Design reg_lock_tracker, sky130hd; sources not shown.
Figure 1. Routed clock nets over the placement.
Bar = 20 µm.
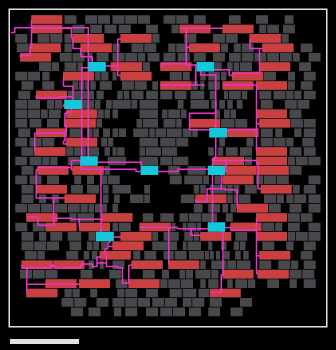
[flip-flops] red | count: 68
[clock drivers] cyan | count: 9
[clock wires] magenta | length: 808 µm
routed clock nets	10
clock-net power: 0.453 mW
clk latency late pin: 0.34 ns
Clock Power Share: 12.4%

Figure 2. Clock wiring as the flow saved it.
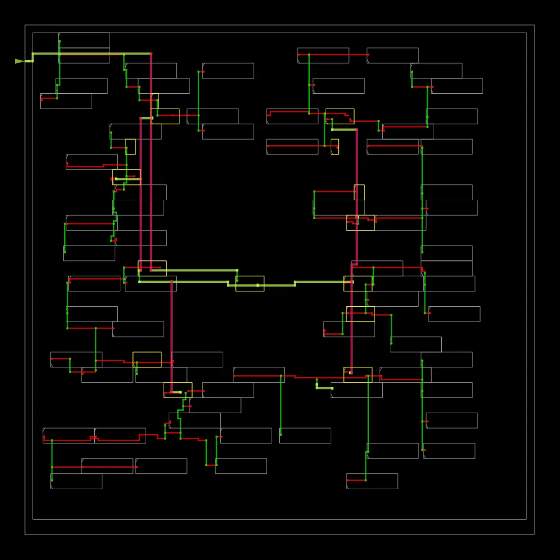
CTS Sinks: 68
Num CTS Buffers: 9
flip-flops: 68
Clock Buffer Count: 13

Figure 3. Cells coloured by class.
Fill, decap, tap and diode cells in grey.
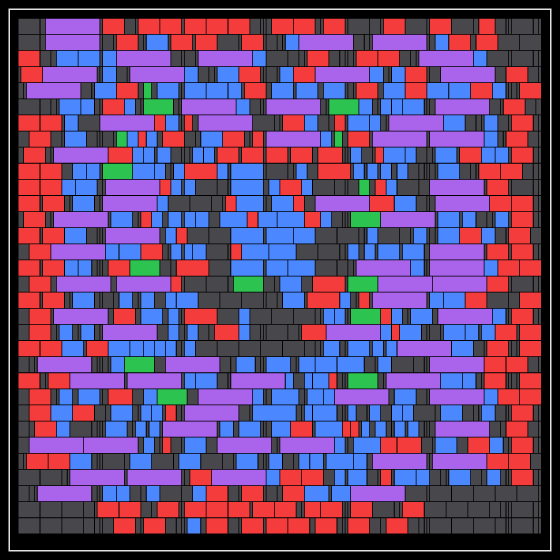
class	colour	cells	share of their area
flops	purple	68	31%
combinational and other logic	blue	240	33%
clock drivers and dummy loads	green	15	3.1%
other buffers and delay cells	red	183	32%
Core Box Area: 7690 µm²
fraction of area in registers: 30.7%
Final Instance Area: 5540 µm²

Figure 4. Where the registers sit.
Bar = 20 µm. Other sequential cells in the stronger grey, the rest of the logic in the fainter grey.
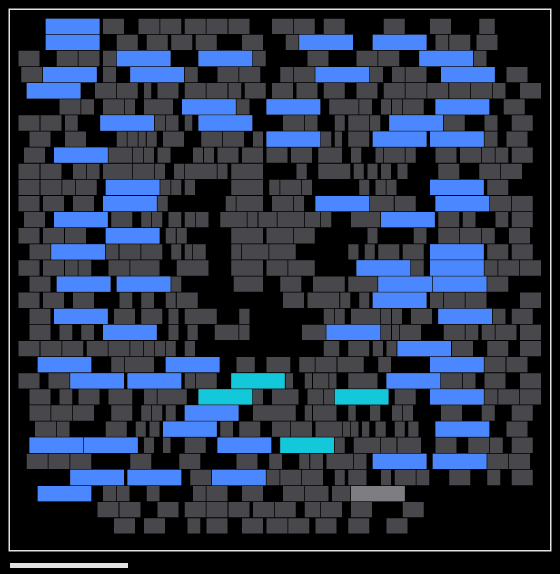
name in the netlist	colour	placed flops	where
`inflight_o`	cyan	4	bottom centre
`locks_q`	blue	63	widely spread
sequential group power: 1.13 mW
Reg area: 1700 µm²
fin util: 72.1%

==> results.yml <==
# flow metrics
status:
  status: "finished, final reports clean"
timing:
  timing.hold.ws_ns: 0.314
  hold_violations: 0
  fmax_mhz: 267
  worst_slew_pin_slew_ns: 0.864
  setup_viol: 0
synthesis:
  synth-xor-area-share_pct: 0.459
  synth_top_cell_by_area: "dfrtp_1"
  top_cells_by_count: "dfrtp_1 (68), nand3_1 (65), a32o_1 (63), or2_2 (63), buf_2 (13)"
  adder_share_pct: 1.51
  yosysChipArea_um2: 3810
  syn_avg_cell_area_um2: 11.0
  synth.logic.top_family: "simple AND/OR/NAND/NOR gates"
  syn_nets: 427
  yosysCellCount: 348
  aoi_share_pct: 18.1
clock_tree:
  post_cts_resized: 0
  clk_pin_slew_ns: 0.07
  cts-hold-fix-buffers: 0
  cts_buffer_depth: 2
  cts_setup_buffers: 0
power_and_ir_drop:
  switching_power_mw: 1.38
  power.internal_mw: 2.28
  power.leakage_nw: 2.02
final_layout:
  syn2layout_area_growth_pct: 45.2
  stdcell_count: 608
  n_antenna_cell: 0
  largest_reg_flops: 63
place:
  place_area_um2: 5370
  numPortBuffers: 143
  placedCellCount: 593
  routabilityCongestion: 0.846
  hpwl_mm: 8.42
worst_hold_path:
  holdPathStages: 1
  hold_class: "reg2reg"
critical_path:
  cpPeakStageDelay_ns: 0.60
  cp_common_cell: "clkbuf_1"
  worst-path-buf-inv: 3
  path_cells: "clkbuf_1 -> clkbuf_1 -> or2_2 -> clkdlybuf4s50_1"
  arrival_ns: 2.44
  path_depth: 4
  cp_slowest_cell: "clkdlybuf4s50_1"
  cp-end-kind: "output pin"
  worst_r2r_path_depth: 10
  worst_ep_required_time_ns: 3.10
die:
  dieArea_um2: 8310
  pin_count: 145
  die_h_um: 91.2
  rows: 32
global_routing:
  grt_max_degree: 69
  grt_pass1_vias: 3651
  grt.overflow.total: 0
  gr-usage-met2_pct: 46.5
  antenna_found_initial: 0
  met1_usage_pct: 39.7
  grt_usage_pct: 29.2
  grt-busiest-layer: "met2"
  grt_pass1_wl_mm: 18.7
route:
  via_per_inst: 5.94
  drc: 0
  vias: 3612
job:
  warnings: 27
==> placed cells by master (no fill, tap or decap), drive strengths merged <==
cell type and count:
a2111o 1, a21oi 2, a32o 63, and2 1, and4 2, and4b 4
and4bb 6, buf 30, clkbuf 24, clkdlybuf4s50 142, clkinv 2, dfrtp 68
fa 1, ha 3, inv 3, mux2 1, mux2i 1, nand2 3
nand3 65, nand3b 1, nor2 1, nor2b 2, nor3 1, nor3b 1
nor4 2, nor4b 4, o211ai 2, o21ai 1, o2bb2ai 1, o41a 1
or2 63, or3 1, or4 1, xnor2 2
==> per-layer routing <==
layer / part of all wire (%) / wire length (µm)
met4: 2.2 / 263
met5: 0 / 0
met3: 7.0 / 823
met2: 47 / 5510
met1: 44 / 5100
==> cell families (layout without fill, tap and decap cells) <==
family	Yosys count	in the layout
compound gates	71	71
fa+ha+maj	4	4
xor+xnor	2	2
mux	2	2
flops	68	68
buf+inv	43	201
simple gates	158	158
==> power by group through the flow <==
| stage | Clock, mW | Sequential (mW) | Combinational (mW) |
|---|---|---|---|
| 2_1_floorplan | 0 | 1.10 | 1.27 |
| 3_3_place_gp | 0 | 1.11 | 2.02 |
| 3_5_place_dp | 0 | 1.13 | 2.07 |
| 4_1_cts | 0.457 | 1.12 | 2.09 |
| 5_1_grt | 0.479 | 1.16 | 2.21 |
| 6_report | 0.453 | 1.13 | 2.08 |
==> final cells by class <==
type,instances,area [µm²],area share (%)
clock inverters,2,10.0,0.181
well taps,102,128,2.30
flip-flops and latches,68,1700,30.7
clock buffers,13,159,2.87
plain buffers,40,302,5.44
inverters,3,11.3,0.203
repair buffers,143,1430,25.8
multi-input cells,237,1800,32.5
==> metrics by stage <==
stage	TNS (ns)	total power, mW	setup slack, ns	util, %
after global routing	0	3.86	0.556	72.1
after floorplan	0	2.37	1.19	-
final	0	3.66	0.656	72.1
after CTS	0	3.67	0.670	72.1
after global placement	-11.84	3.13	-0.178	69.9
after detailed placement	0	3.21	0.469	69.9
Power and IR drop assume default switching activity.
